===== config.mk =====
export PLATFORM = sky130hd
export DESIGN_NAME = icache_fetch
export DESIGN_NICKNAME = d
export VERILOG_FILES = /design/src/rtl/icache_pkg.sv /design/src/rtl/icache_data_ram.sv /design/src/rtl/icache_fetch.sv
export SDC_FILE = /design/constraint.sdc
export NUM_CORES = 2
export LEC_CHECK = 0
export ABC_AREA = 1
export CAP_MARGIN = 10
export CORE_ASPECT_RATIO = 0.5
export CORE_MARGIN = 10
export CORE_UTILIZATION = 40
export DETAILED_ROUTE_END_ITERATION = 10
export HOLD_SLACK_MARGIN = 0.12
export PLACE_DENSITY = 0.58
export SLEW_MARGIN = 30
export SYNTH_ARGS = -nofsm -noshare
export SYNTH_HDL_FRONTEND = slang
export SYNTH_MEMORY_MAX_BITS = 65536
export SYNTH_SLANG_ARGS = --single-unit

===== constraint.sdc =====
create_clock -name clk -period 7.8 [get_ports clk]
set_input_delay 1.56 -clock clk [delete_from_list [all_inputs] [get_ports clk]]
set_output_delay 1.56 -clock clk [all_outputs]
set_load 0.01 [all_outputs]

===== src/rtl/icache_pkg.sv =====
// Shared types and width helpers for the direct-mapped instruction cache.
package icache_pkg;

    typedef enum logic [1:0] {
        IDLE,
        LOOKUP,
        CMD,
        FILL
    } state_e;

    localparam logic [2:0] CMD_READ = 3'b001;

    function automatic int offsetWidth(input int lineWords);
        return $clog2(lineWords);
    endfunction

    function automatic int indexWidth(input int numLines);
        return $clog2(numLines);
    endfunction

    function automatic int tagWidth(input int addrW, input int lineWords, input int numLines);
        return addrW - 2 - $clog2(lineWords) - $clog2(numLines);
    endfunction

endpackage


===== src/rtl/icache_data_ram.sv =====
// Instruction data array: one write port, one synchronous read port, no reset so it maps to block RAM.
module icache_data_ram #(
    parameter int AW = 7
) (
    input  logic          clk,
    input  logic          we_i,
    input  logic [AW-1:0] waddr_i,
    input  logic [31:0]   wdata_i,
    input  logic          re_i,
    input  logic [AW-1:0] raddr_i,
    output logic [31:0]   rdata_o
);

    logic [31:0] mem_q [2**AW];

    always_ff @(posedge clk) begin
        if (we_i) begin
            mem_q[waddr_i] <= wdata_i;
        end
        if (re_i) begin
            rdata_o <= mem_q[raddr_i];
        end
    end

endmodule


===== src/rtl/icache_fetch.sv =====
// Direct-mapped read-only instruction cache; misses fetch a whole line with one DRAM burst.
module icache_fetch
    import icache_pkg::*;
#(
    parameter int          ADDR_W     = 16,
    parameter int          LINE_WORDS = 8,
    parameter int          NUM_LINES  = 16,
    parameter logic [29:0] MEM_BASE   = 30'h0
) (
    input  logic              clk,
    input  logic              rst,
    input  logic              boot_done_i,
    input  logic              flush_i,
    input  logic              fetch_req_i,
    input  logic [ADDR_W-1:0] fetch_addr_i,
    output logic              fetch_valid_o,
    output logic [31:0]       fetch_data_o,
    output logic              busy_o,
    output logic              err_o,
    output logic              mem_cmd_en_o,
    output logic [2:0]        mem_cmd_instr_o,
    output logic [5:0]        mem_cmd_bl_o,
    output logic [29:0]       mem_cmd_byte_addr_o,
    input  logic              mem_cmd_empty_i,
    input  logic              mem_cmd_full_i,
    output logic              mem_rd_en_o,
    input  logic [31:0]       mem_rd_data_i,
    input  logic              mem_rd_full_i,
    input  logic              mem_rd_empty_i,
    input  logic              mem_rd_overflow_i,
    input  logic              mem_rd_error_i,
    input  logic [6:0]        mem_rd_count_i
);

    localparam int OFFSET_W = offsetWidth(LINE_WORDS);
    localparam int INDEX_W  = indexWidth(NUM_LINES);
    localparam int TAG_W    = tagWidth(ADDR_W, LINE_WORDS, NUM_LINES);
    localparam int RAM_AW   = OFFSET_W + INDEX_W;
    localparam logic [OFFSET_W-1:0] LAST_WORD = OFFSET_W'(LINE_WORDS - 1);

    state_e              state_q;
    logic [NUM_LINES-1:0] valid_q;
    logic [TAG_W-1:0]    tags_q [NUM_LINES];
    logic [TAG_W-1:0]    reqTag_q;
    logic [INDEX_W-1:0]  reqIndex_q;
    logic [OFFSET_W-1:0] fillCnt_q;
    logic                poison_q;
    logic                err_q;
    logic [31:0]         fetchData_q;
    logic [29:0]         cmdAddr_q;

    logic [TAG_W-1:0]    addrTag;
    logic [INDEX_W-1:0]  addrIndex;
    logic [OFFSET_W-1:0] addrOffset;
    logic [ADDR_W-1:0]   lineAddr;
    logic [31:0]         ramData;
    logic                startLookup;
    logic                hit;
    logic                lookupHit;
    logic                fillDone;
    logic                poison_d;
    logic                unused_inputs;

    assign {addrTag, addrIndex, addrOffset} = fetch_addr_i[ADDR_W-1:2];
    assign lineAddr = {reqTag_q, reqIndex_q, {(OFFSET_W + 2){1'b0}}};

    assign startLookup = (state_q == IDLE) && boot_done_i && fetch_req_i;
    assign hit         = valid_q[reqIndex_q] && (tags_q[reqIndex_q] == reqTag_q);
    assign lookupHit   = (state_q == LOOKUP) && hit;
    assign mem_rd_en_o = (state_q == FILL) && !mem_rd_empty_i;
    assign fillDone    = mem_rd_en_o && (fillCnt_q == LAST_WORD);
    // Events in the current cycle count too, so a fault on the last word still poisons the line.
    assign poison_d    = poison_q | flush_i | mem_rd_error_i | mem_rd_overflow_i;

    assign fetch_valid_o       = lookupHit;
    assign fetch_data_o        = lookupHit ? ramData : fetchData_q;
    assign mem_cmd_en_o        = (state_q == CMD) && !mem_cmd_full_i;
    assign mem_cmd_instr_o     = CMD_READ;
    assign mem_cmd_bl_o        = 6'(LINE_WORDS - 1);
    assign mem_cmd_byte_addr_o = cmdAddr_q;
    assign busy_o              = (state_q == CMD) || (state_q == FILL);
    assign err_o               = err_q;

    assign unused_inputs = ^{mem_cmd_empty_i, mem_rd_full_i, mem_rd_count_i, fetch_addr_i[1:0]};

    icache_data_ram #(
        .AW(RAM_AW)
    ) u_data_ram (
        .clk    (clk),
        .we_i   (mem_rd_en_o),
        .waddr_i({reqIndex_q, fillCnt_q}),
        .wdata_i(mem_rd_data_i),
        .re_i   (startLookup),
        .raddr_i({addrIndex, addrOffset}),
        .rdata_o(ramData)
    );

    always_ff @(posedge clk) begin
        if (fillDone) begin
            tags_q[reqIndex_q] <= reqTag_q;
        end
    end

    always_ff @(posedge clk or posedge rst) begin
        if (rst) begin
            state_q     <= IDLE;
            valid_q     <= '0;
            reqTag_q    <= '0;
            reqIndex_q  <= '0;
            fillCnt_q   <= '0;
            poison_q    <= 1'b0;
            err_q       <= 1'b0;
            fetchData_q <= '0;
            cmdAddr_q   <= '0;
        end else begin
            // Flush beats a same-cycle fill completion.
            if (flush_i) begin
                valid_q <= '0;
            end else if (fillDone && !poison_d) begin
                valid_q[reqIndex_q] <= 1'b1;
            end

            if ((state_q == FILL) && (mem_rd_error_i || mem_rd_overflow_i)) begin
                err_q <= 1'b1;
            end

            if (lookupHit) begin
                fetchData_q <= ramData;
            end

            case (state_q)
                IDLE: begin
                    if (startLookup) begin
                        reqTag_q   <= addrTag;
                        reqIndex_q <= addrIndex;
                        state_q    <= LOOKUP;
                    end
                end
                LOOKUP: begin
                    if (hit) begin
                        state_q <= IDLE;
                    end else begin
                        cmdAddr_q <= MEM_BASE + 30'(lineAddr);
                        state_q   <= CMD;
                    end
                end
                CMD: begin
                    if (!mem_cmd_full_i) begin
                        fillCnt_q <= '0;
                        poison_q  <= 1'b0;
                        state_q   <= FILL;
                    end
                end
                FILL: begin
                    poison_q <= poison_d;
                    if (mem_rd_en_o) begin
                        fillCnt_q <= fillCnt_q + OFFSET_W'(1);
                    end
                    if (fillDone) begin
                        state_q <= IDLE;
                    end
                end
                default: state_q <= IDLE;
            endcase
        end
    end

endmodule


==> results.py <==
# Metrics from the implementation run
metrics = {
    "route": {
        "wl_met2_um": 218500,
        "routed_wire_length_per_instance_um": 26.69,
        "wl_met1_um": 219700,
        "drt_iter0_drc": 15580,
    },
    "sta": {
        "finalSetupTns_ns": 0,
        "number_of_setup_violations_in_the_final_report": 0,
        "slew_violations": 0,
        "finalCritPeriodShare": 0.8432,
    },
    "grt": {
        "grt_antenna_before_repair": 26,
        "global_route.usage.met3": 0.04703,
        "grt_first_pass_wirelength_um": 727200,
    },
    "power_and_ir_drop": {
        "switching_power_mw": 12.33,
        "total_power_mw": 49.76,
        "vdd_ir_drop_max_v": 0.0002312,
    },
    "die": {
        "initial_core_util": 0.4011,
        "die_area_mm2": 0.4526,
        "rows": 169,
        "io-pin-count": 142,
    },
    "final_layout": {
        "post_route_cells_drive_above_1_share": 0.07956,
    },
    "synth": {
        "synth_top_area_share": 0.7498,
        "ys_warn_count": 0,
        "numSynthFlops": 4317,
        "synth_dominant_cell_count": "sky130_fd_sc_hd__edfxtp_1",
        "yosys-stat-area_mm2": 0.1698,
        "synth.area.mux_share": 0,
        "asyncSetResetFlopFracSynth": 0.01784,
        "synth_seq_share": 0.7612,
        "yosysCellCount": 13230,
    },
    "clocking": {
        "ctsHoldBuffers": 0,
        "setup_fix_bufs_post_cts": 0,
        "max-clock-path-buffers": 4,
        "clockRootBuffer": "sky130_fd_sc_hd__clkbuf_16",
        "clock.latency.late_pin_ns": 0.98,
        "numClockSinks": 4317,
    },
    "outcome": {
        "outcome": "completed",
    },
    "run": {
        "cap_violations": 0,
        "log.warning_count": 162,
    },
    "place": {
        "globalplace.congestion": 0.8197,
    },
}
## per-stage QoR
| step | cells | instance area [um^2] | hold WS, ns | utilization |
|---|---|---|---|---|
| 2_1_floorplan | 13260 | 169900 | 0.4574 | - |
| 3_3_place_gp | 18300 | 177600 | 0.4471 | 0.4195 |
| 3_5_place_dp | 18330 | 178200 | 0.4584 | 0.4209 |
| 4_1_cts | 19050 | 190600 | 0.4741 | 0.4503 |
| 5_1_grt | 19060 | 190900 | 0.4957 | 0.4509 |
| 6_report | 19070 | 190900 | 0.4688 | 0.4509 |
## cells by family after synthesis
family	after synthesis
compound gates	3110
xor+xnor	1
fa+ha+maj	2
buf+inv	1040
flops	4317
other cells	2
simple gates	4758
## worst max-delay path: stages, from the launching register on
cell and delay [ns]:
sky130_fd_sc_hd__dfrtp_1 0.49, sky130_fd_sc_hd__buf_4 0.47, sky130_fd_sc_hd__inv_2 0.34, sky130_fd_sc_hd__nand2_1 0.16
sky130_fd_sc_hd__nand2_1 0.07, sky130_fd_sc_hd__nand2_1 0.07, sky130_fd_sc_hd__nand2_1 0.08, sky130_fd_sc_hd__nor2_1 0.09
sky130_fd_sc_hd__nor2_1 0.04, sky130_fd_sc_hd__nor2_1 0.13, sky130_fd_sc_hd__nand2_1 0.09, sky130_fd_sc_hd__nor2_4 0.43
sky130_fd_sc_hd__nand3_2 0.69, sky130_fd_sc_hd__nand2_1 0.24, sky130_fd_sc_hd__nand2_1 0.14, sky130_fd_sc_hd__clkdlybuf4s50_1 0.51
## placed cells by master (no fill, tap or decap), drive strengths merged
cell	instances
edfxtp	4240
nor2	2237
o21ai	2065
nand2	1480
o22ai	1024
nand3	999
clkbuf	492
buf	351
clkinv	196
dfrtp	77
clkdlybuf4s50	64
inv	54
nand4	38
conb	28
bufinv	27
a21oi	17
clkinvlp	12
diode	11
o21bai	3
nor3	2
ha	2
or2	1
nor4	1
xor2	1
a21o	1
## worst paths after layout
| path | start | to | slack, ns | depth (start not counted) |
|---|---|---|---|---|
| worst max-delay path | reqIndex_q[1] | fetch_data_o[24] | 1.22 | 15 |
| worst min-delay path | err_o | err_o | 0.47 | 1 |
| worst max register to register | flop | u_data_ram.mem_q[53][1] | 3.32 | 7 |
| worst min register to register | err_o | err_o | 0.47 | 1 |
| max in group asynchronous | rst | fetchData_q[7] | 5.85 | 3 |
| min in group asynchronous | rst | mem_cmd_byte_addr_o[5] | 0.98 | 2 |
## cell type report
| type | count | area [um^2] |
|---|---|---|
| clock inverter | 228 | 1897 |
| sequential | 4317 | 129300 |
| antenna | 11 | 27.53 |
| fill | 37710 | 232400 |
| inverter | 61 | 270.3 |
| tap | 5643 | 7061 |
| clock buffer | 492 | 10550 |
| multi-input combinational | 7899 | 37280 |
| timing repair buffer | 415 | 4558 |
## state kept, by name, summed over array words and instances, names as in the netlist, named ones only
name / flops
fetchData_q: 32
fillCnt_q: 3
reqIndex_q: 4
state_q: 1
mem_cmd_byte_addr_o: 11
u_data_ram.rdata_o: 32
tags_q: 112
poison_q: 1
valid_q: 16
err_o: 1
reqTag_q: 7
u_data_ram.mem_q: 4096
### Placed cells, one colour a class

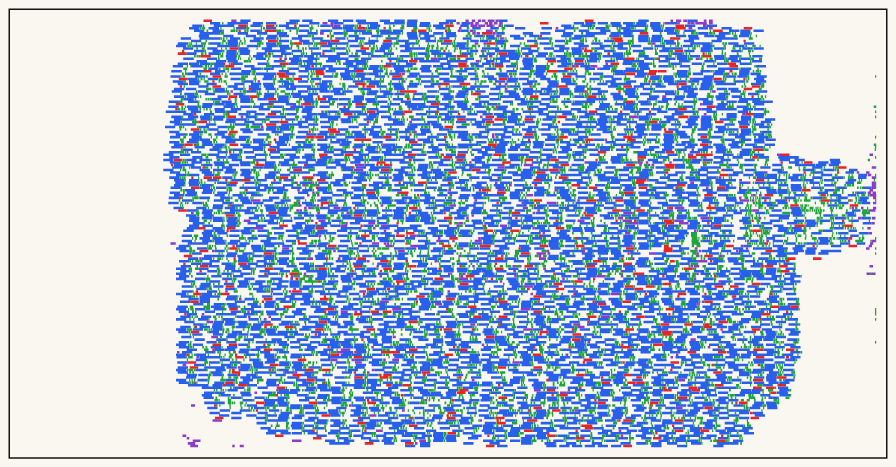
Key: green = all other logic [cells 7960, share of their area 20%]; purple = other buffers and delay cells [cells 415, share of their area 2.5%]; red = clock drivers and dummy loads [cells 720, share of their area 6.8%]; blue = flip-flops [cells 4317, share of their area 70%]

### Nets reached from selected ports

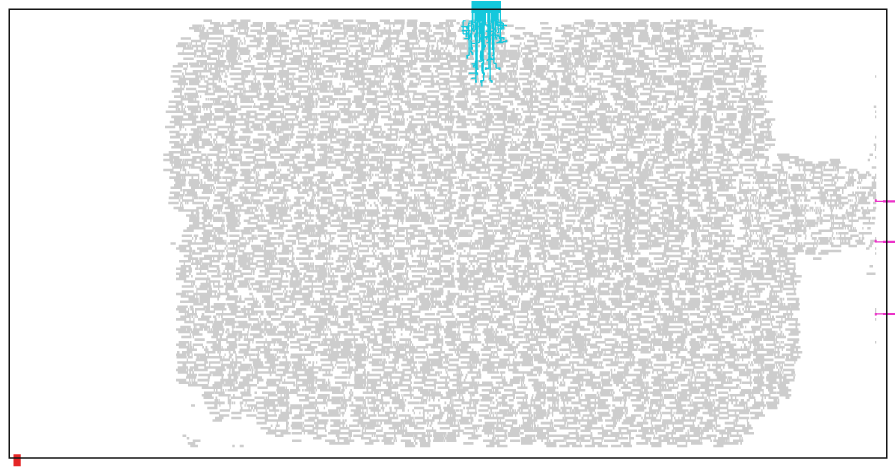
Key: red = `mem_rd_count_i` [direction input, edge south, end cells 0, buffers 0]; cyan = `fetch_data_o` [direction output, edge north, end cells 32, buffers 32, wire 1660 um]; magenta = `mem_cmd_instr_o` [direction output, edge east, end cells 3, buffers 0, wire 32.7 um]

